$ cat config.mk
export PLATFORM = sky130hd
export DESIGN_NAME = alu_cmd_sequencer
export DESIGN_NICKNAME = d
export VERILOG_FILES = /design/src/rtl/alu_pkg.sv /design/src/rtl/sat_counter.sv /design/src/rtl/alu_cmd_sequencer.sv
export SDC_FILE = /design/constraint.sdc
export NUM_CORES = 1
export LEC_CHECK = 0
export CAP_MARGIN = 10
export CORE_MARGIN = 2
export CORE_UTILIZATION = 35
export CTS_CLUSTER_DIAMETER = 40
export DETAILED_ROUTE_END_ITERATION = 8
export GPL_ROUTABILITY_DRIVEN = 1
export PLACE_DENSITY = 0.67
export SETUP_SLACK_MARGIN = 0.2
export SKIP_LAST_GASP = 1
export SYNTH_ARGS = -nofsm -noshare
export SYNTH_HDL_FRONTEND = slang
export SYNTH_SLANG_ARGS = --single-unit
$ cat constraint.sdc
create_clock -name clk -period 2.1 [get_ports clk]
set_clock_uncertainty 0.2 [all_clocks]
set_input_delay 0.315 -clock clk [delete_from_list [all_inputs] [get_ports clk]]
set_output_delay 0.315 -clock clk [all_outputs]
set_load 0.02 [all_outputs]
$ cat src/rtl/alu_pkg.sv
// Shared definitions for the ALU command sequencer: default widths, flag bit
// positions, sequencer state encoding and the ALU opcodes used by command sources.
package alu_pkg;

   localparam int DEF_WIDTH = 8;
   localparam int DEF_SEL_W = 4;
   localparam int FLAG_W    = 6;
   localparam int TAG_W     = 8;
   localparam int LAT_W     = 4;

   // Flag vector bit positions, {EQUAL,GT,LT,Zero,CarryOut,Overflow}
   localparam int FLG_EQUAL = 5;
   localparam int FLG_GT    = 4;
   localparam int FLG_LT    = 3;
   localparam int FLG_ZERO  = 2;
   localparam int FLG_COUT  = 1;
   localparam int FLG_OVF   = 0;

   typedef enum logic [1:0] {
      IDLE = 2'd0,
      WAIT = 2'd1,
      RESP = 2'd2
   } seq_state_t;

   // ALU operation selects as seen on the S input
   localparam logic [DEF_SEL_W-1:0] OP_PASS_A = 4'b0000;
   localparam logic [DEF_SEL_W-1:0] OP_ADD    = 4'b0001;
   localparam logic [DEF_SEL_W-1:0] OP_SUB    = 4'b0010;
   localparam logic [DEF_SEL_W-1:0] OP_AND    = 4'b0011;
   localparam logic [DEF_SEL_W-1:0] OP_OR     = 4'b0100;
   localparam logic [DEF_SEL_W-1:0] OP_XOR    = 4'b0101;
   localparam logic [DEF_SEL_W-1:0] OP_NOT_A  = 4'b0110;
   localparam logic [DEF_SEL_W-1:0] OP_CMP    = 4'b0111;

   // Saturating increment of an 8-bit count
   function automatic logic [7:0] sat_inc8(input logic [7:0] value);
      return (value == 8'hFF) ? value : value + 8'd1;
   endfunction

endpackage

$ cat src/rtl/sat_counter.sv
// Saturating up-counter with asynchronous active-low clear; holds at all-ones.
module sat_counter
   import alu_pkg::*;
#(
   parameter int W = TAG_W
) (
   input  logic         clk,
   input  logic         rst_n,
   input  logic         inc,
   output logic [W-1:0] count
);

   // Count increments, stopping at the maximum value
   always_ff @(posedge clk or negedge rst_n) begin
      if (!rst_n) begin
         count <= '0;
      end else if (inc && (count != '1)) begin
         count <= count + 1'b1;
      end
   end

endmodule

$ cat src/rtl/alu_cmd_sequencer.sv
// Command sequencer / response collector for the 8-bit ALU. Accepts one command,
// holds it on the ALU inputs for ALU_LAT+1 edges, captures the results and returns
// them with a tag and an optional check against an expected F value.
module alu_cmd_sequencer
   import alu_pkg::*;
#(
   parameter int WIDTH   = DEF_WIDTH,
   parameter int SEL_W   = DEF_SEL_W,
   parameter int ALU_LAT = 1
) (
   input  logic              clk,
   input  logic              rst_n,
   input  logic              cmd_valid,
   output logic              cmd_ready,
   input  logic [WIDTH-1:0]  cmd_a,
   input  logic [WIDTH-1:0]  cmd_b,
   input  logic [SEL_W-1:0]  cmd_s,
   input  logic [WIDTH-1:0]  cmd_exp,
   input  logic              cmd_chk,
   output logic [WIDTH-1:0]  alu_a,
   output logic [WIDTH-1:0]  alu_b,
   output logic [SEL_W-1:0]  alu_s,
   input  logic [WIDTH-1:0]  alu_f,
   input  logic [WIDTH-1:0]  alu_ff,
   input  logic [FLAG_W-1:0] alu_flags,
   output logic              rsp_valid,
   input  logic              rsp_ready,
   output logic [WIDTH-1:0]  rsp_f,
   output logic [WIDTH-1:0]  rsp_ff,
   output logic [FLAG_W-1:0] rsp_flags,
   output logic [TAG_W-1:0]  rsp_tag,
   output logic              rsp_mismatch,
   output logic [7:0]        err_count,
   output logic              busy
);

   localparam logic [LAT_W-1:0] LAT_INIT = LAT_W'(ALU_LAT);

   seq_state_t        state_reg, state_next;
   logic              accept, capture;
   logic              mismatch_next;

   logic [WIDTH-1:0]  alu_a_reg, alu_b_reg;
   logic [SEL_W-1:0]  alu_s_reg;
   logic [WIDTH-1:0]  exp_reg;
   logic              chk_reg;
   logic [LAT_W-1:0]  cnt_reg;
   logic [TAG_W-1:0]  tag_reg;
   logic [TAG_W-1:0]  cmd_tag_reg;
   logic [WIDTH-1:0]  rsp_f_reg, rsp_ff_reg;
   logic [FLAG_W-1:0] rsp_flags_reg;
   logic              rsp_mismatch_reg;

   // State register
   always_ff @(posedge clk or negedge rst_n) begin
      if (!rst_n) begin
         state_reg <= IDLE;
      end else begin
         state_reg <= state_next;
      end
   end

   // Next-state logic plus the accept/capture strobes that steer the datapath
   always_comb begin
      state_next = state_reg;
      accept     = 1'b0;
      capture    = 1'b0;
      case (state_reg)
         IDLE: begin
            if (cmd_valid) begin
               accept     = 1'b1;
               state_next = WAIT;
            end
         end
         WAIT: begin
            if (cnt_reg == '0) begin
               capture    = 1'b1;
               state_next = RESP;
            end
         end
         RESP: begin
            if (rsp_ready) begin
               state_next = IDLE;
            end
         end
         default: state_next = IDLE;
      endcase
   end

   // Only F takes part in the check; FF and flags are returned unchecked
   assign mismatch_next = chk_reg && (alu_f != exp_reg);

   // Command side: ALU drive registers, check operands, latency counter and tag
   always_ff @(posedge clk or negedge rst_n) begin
      if (!rst_n) begin
         alu_a_reg   <= '0;
         alu_b_reg   <= '0;
         alu_s_reg   <= '0;
         exp_reg     <= '0;
         chk_reg     <= 1'b0;
         cnt_reg     <= '0;
         tag_reg     <= '0;
         cmd_tag_reg <= '0;
      end else if (accept) begin
         alu_a_reg   <= cmd_a;
         alu_b_reg   <= cmd_b;
         alu_s_reg   <= cmd_s;
         exp_reg     <= cmd_exp;
         chk_reg     <= cmd_chk;
         cnt_reg     <= LAT_INIT;
         cmd_tag_reg <= tag_reg;
         tag_reg     <= tag_reg + 1'b1;
      end else if ((state_reg == WAIT) && (cnt_reg != '0)) begin
         cnt_reg     <= cnt_reg - 1'b1;
      end
   end

   // Response side: results are frozen at capture and held until the next capture
   always_ff @(posedge clk or negedge rst_n) begin
      if (!rst_n) begin
         rsp_f_reg        <= '0;
         rsp_ff_reg       <= '0;
         rsp_flags_reg    <= '0;
         rsp_mismatch_reg <= 1'b0;
      end else if (capture) begin
         rsp_f_reg        <= alu_f;
         rsp_ff_reg       <= alu_ff;
         rsp_flags_reg    <= alu_flags;
         rsp_mismatch_reg <= mismatch_next;
      end
   end

   sat_counter #(
      .W (8)
   ) u_err_count (
      .clk   (clk),
      .rst_n (rst_n),
      .inc   (capture && mismatch_next),
      .count (err_count)
   );

   assign cmd_ready    = (state_reg == IDLE);
   assign rsp_valid    = (state_reg == RESP);
   assign busy         = (state_reg != IDLE);
   assign alu_a        = alu_a_reg;
   assign alu_b        = alu_b_reg;
   assign alu_s        = alu_s_reg;
   assign rsp_f        = rsp_f_reg;
   assign rsp_ff       = rsp_ff_reg;
   assign rsp_flags    = rsp_flags_reg;
   assign rsp_tag      = cmd_tag_reg;
   assign rsp_mismatch = rsp_mismatch_reg;

endmodule

==> notes.md <==
impl run done, here's what came out: chip footprint 10560 µm², ao+oa area frac 1.246%, Worst VDD drop 492.5 µV, Root Driver clkbuf_8, Final min period 2.042 ns, CTS tree yes, count of library flops with an enable pin 0, CORE AREA 9639 µm², class of the worst hold path input port to asynchronous set/reset pin, Synth logic family multiplexers, FF/Latch Area 2052 µm², antenna diode count 0, Tool Warnings 29, Post-DP Area 4787 µm², ys cells 237, Post-Syn Instances 237, antenna violations before repair 0, Max-slew headroom 72.69%, actual slew at the worst max-slew pin 0.4088 ns, CP required 2.13 ns, met2 wire length 3.743 mm, synthesized area per cell 14.41 µm², I/O pin count 117, Max-area cell share 60.10%, top cells by area, synth dfrtp_1, mux2_2, xor2_1, Async S/R FF share, synth 100.0%, vias in the first global route 2412, Global Route Usage Sum 13.93%, simple share 8.501%, Synth warnings 0, RSZ-0062 raised after global routing true, Chip Area, Yosys 3415 µm², main flop type dfrtp_1, Netlist Area Pre-Place 3415 µm², Met3 Wirelength 437 µm, Fin Setup TNS 0 ns, Leak 0.002275 µW, FMAX 489.7 MHz, Unique cell types 33, Comb gate area 1340 µm², R2R setup slack 0.06 ns, # nets final 440, row cnt 36, Top Metal Used met4, Layout fillers 852, Initial Utilization 35.42%, mux contribution to synthesized area 20.56%, die width 102.8 µm, via/cell ratio 4.551, area leader, netlist dfrtp_1, crit path DAT 2.08 ns, # setup viols final 0, Post-Syn Nets 296, drt drc 0, crit end category flip-flop, H-tree levels 3, layout cells sized above 1 30.05%, DPL Wire Length 5.002 mm, xor/xnor share 5.900%, Max FO, Critical Path 4, Port Buf Inserts 116, WL/cell 14.46 µm, Final Cell Area 5259 µm², CP Launch Type flip-flop, Tcrit/Tclk final 97.24%, Total Routed Length 7.507 mm, Clk pin slew, worst setup/hold paths 0.08 ns, P&R area growth vs syn 54.01%, Adder Area Share 1.466%, Die H 102.8 µm, pin count of the biggest net entering global routing 33, most common cell in the synthesized netlist dfrtp_1, Initial DRT Pass Iterations 5, Starting DRT DRC Count 32, wl on met1 3.212 mm, post-synthesis sequential area ratio 60.10%, total number of vias 2362, clock tree buffer depth 2, Final Hold Viols 0, status complete, no violations, Synth flops 82, first-pass GRT wire length 11.35 mm, Max Slew Vio Count 0, most frequent cells after synthesis dfrtp_1, mux2_2, xor2_1, xnor2_1, GR Overflow Total 0, Final Wtd Congestion 0.7798, PD cells 1435 nW/µm², Antenna Nets Post-Route 0, worst setup path category flip-flop to flip-flop, Max Cap Violations 0
-- layer usage --
layer / up-vias / track usage, %
li1: 1111 / -
met1: 1167 / 17.86
met2: 74 / 23.13
met3: 10 / 3.051
met4: 0 / 5.466
met5: - / 0
-- repair_timing --
action / 4_1_cts / 5_1_grt
cloned: 2 / 1
pin swaps: 6 / 5
setup buffers: 10 / 3
hold buffers: 1 / 0
setup endpoints to repair: 34 / 29
gates resized: 27 / 6
endpoints found under the hold margin: 25 / 0
-- where the power goes --
part           switching (µW)  total [µW]  internal [µW]
clock network             544        1090            551
logic                    1620        3730           2110
registers                 445        2720           2280
-- worst max-delay path, cell delays in order (launching register included) --
cell     delay [ns]
dfrtp_1        0.40
inv_2          0.08
ha_4           0.11
nor3b_4        0.20
nand2_2        0.11
buf_8          0.14
buf_6          0.10
nor3_2         0.15
nand3_1        0.12
mux2_4         0.31
-- cell families (layout without fill, tap and decap cells) --
kind of cell | Yosys count | count (layout)
adders and majority gates | 4 | 4
buffers and inverters | 13 | 162
muxes | 62 | 62
and+or+nand+nor | 46 | 46
DFF | 82 | 82
AOI/OAI and AO/OA | 7 | 7
xor gates and xnor gates | 23 | 23
-- area by class of cell --
type	instances	share of cell area (%)
flip-flops and latches	82	39.02
multi-input cells	142	25.48
repair buffers	142	28.48
clock buffers	12	2.570
well taps	133	3.164
clock inverters	4	0.9993
inverters	4	0.2855
-- through the flow --
step                      setup WS [ns]  std cells  power, µW  hold WS [ns]  utilization (%)
after floorplan                  0.2144        237       4658       -0.1806                -
after global placement         -0.05572        486       6090       0.06937            49.66
after detailed placement       -0.07507        486       6169       0.06593            49.66
after CTS                       0.07770        515       7556        0.2284            53.82
after global routing           -0.03118        519       8032        0.2591            54.56
final                           0.05801        519       7546        0.2404            54.56
-- final timing paths --
kind                             from                   end  depth (start not counted)
min in group clk           tag_reg[7]            tag_reg[7]                          1
min reg2reg                tag_reg[7]            tag_reg[7]                          1
min                             rst_n  u_err_count.count[3]                          2
max                        cnt_reg[1]  u_err_count.count[6]                          9
max reg2reg                cnt_reg[1]  u_err_count.count[6]                          9
max in group asynchronous       rst_n            rsp_tag[4]                          3
-- cells in the final DEF, fill, tap and decap left out, types with 5 or more instances in the layout --
cell type / netlist / routed
nand3_1: 8 / 8
mux2_2: 60 / 59
xor2_1: 14 / 14
clkbuf_8: 0 / 9
xnor2_1: 9 / 9
buf_12: 0 / 6
nand2_1: 8 / 8
dlygate4sd2_1: 0 / 11
dfrtp_1: 82 / 82
nor2_1: 6 / 5
buf_4: 4 / 13
clkdlybuf4s50_1: 0 / 104
### Clock routing

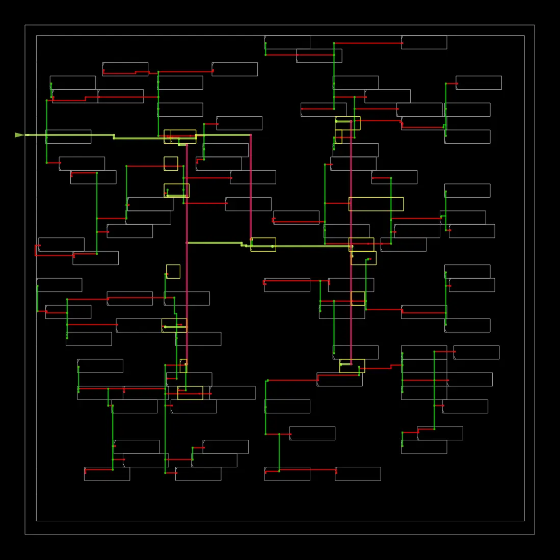
clock sinks: 82
CTS buffer count: 9

### Nets reached from selected ports

Bar = 20 µm.
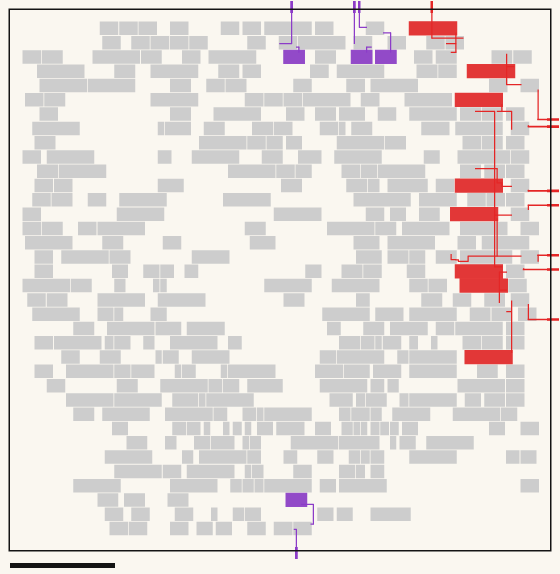
Key: red = rsp_ff [bits 8, direction output, edge 7 right, 1 top, end cells 8, buffers 8, wire 161 µm]; purple = cmd_s [bits 4, direction input, edge 3 top, 1 bottom, end cells 4, buffers 4, wire 37.5 µm]

### Routed clock nets over the placement

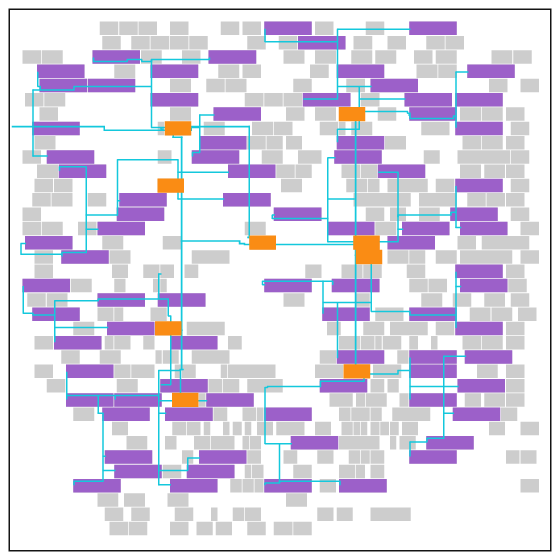
Key: orange = clock drivers [count 9]; purple = flip-flops [count 82]; cyan = clock wires [length 996 µm]
There are 10 routed clock nets.
Late-Pin Clk Latency: 0.34 ns
clock share of power: 14.5%
clk pwr: 1090 µW

Power and IR drop assume default switching activity.
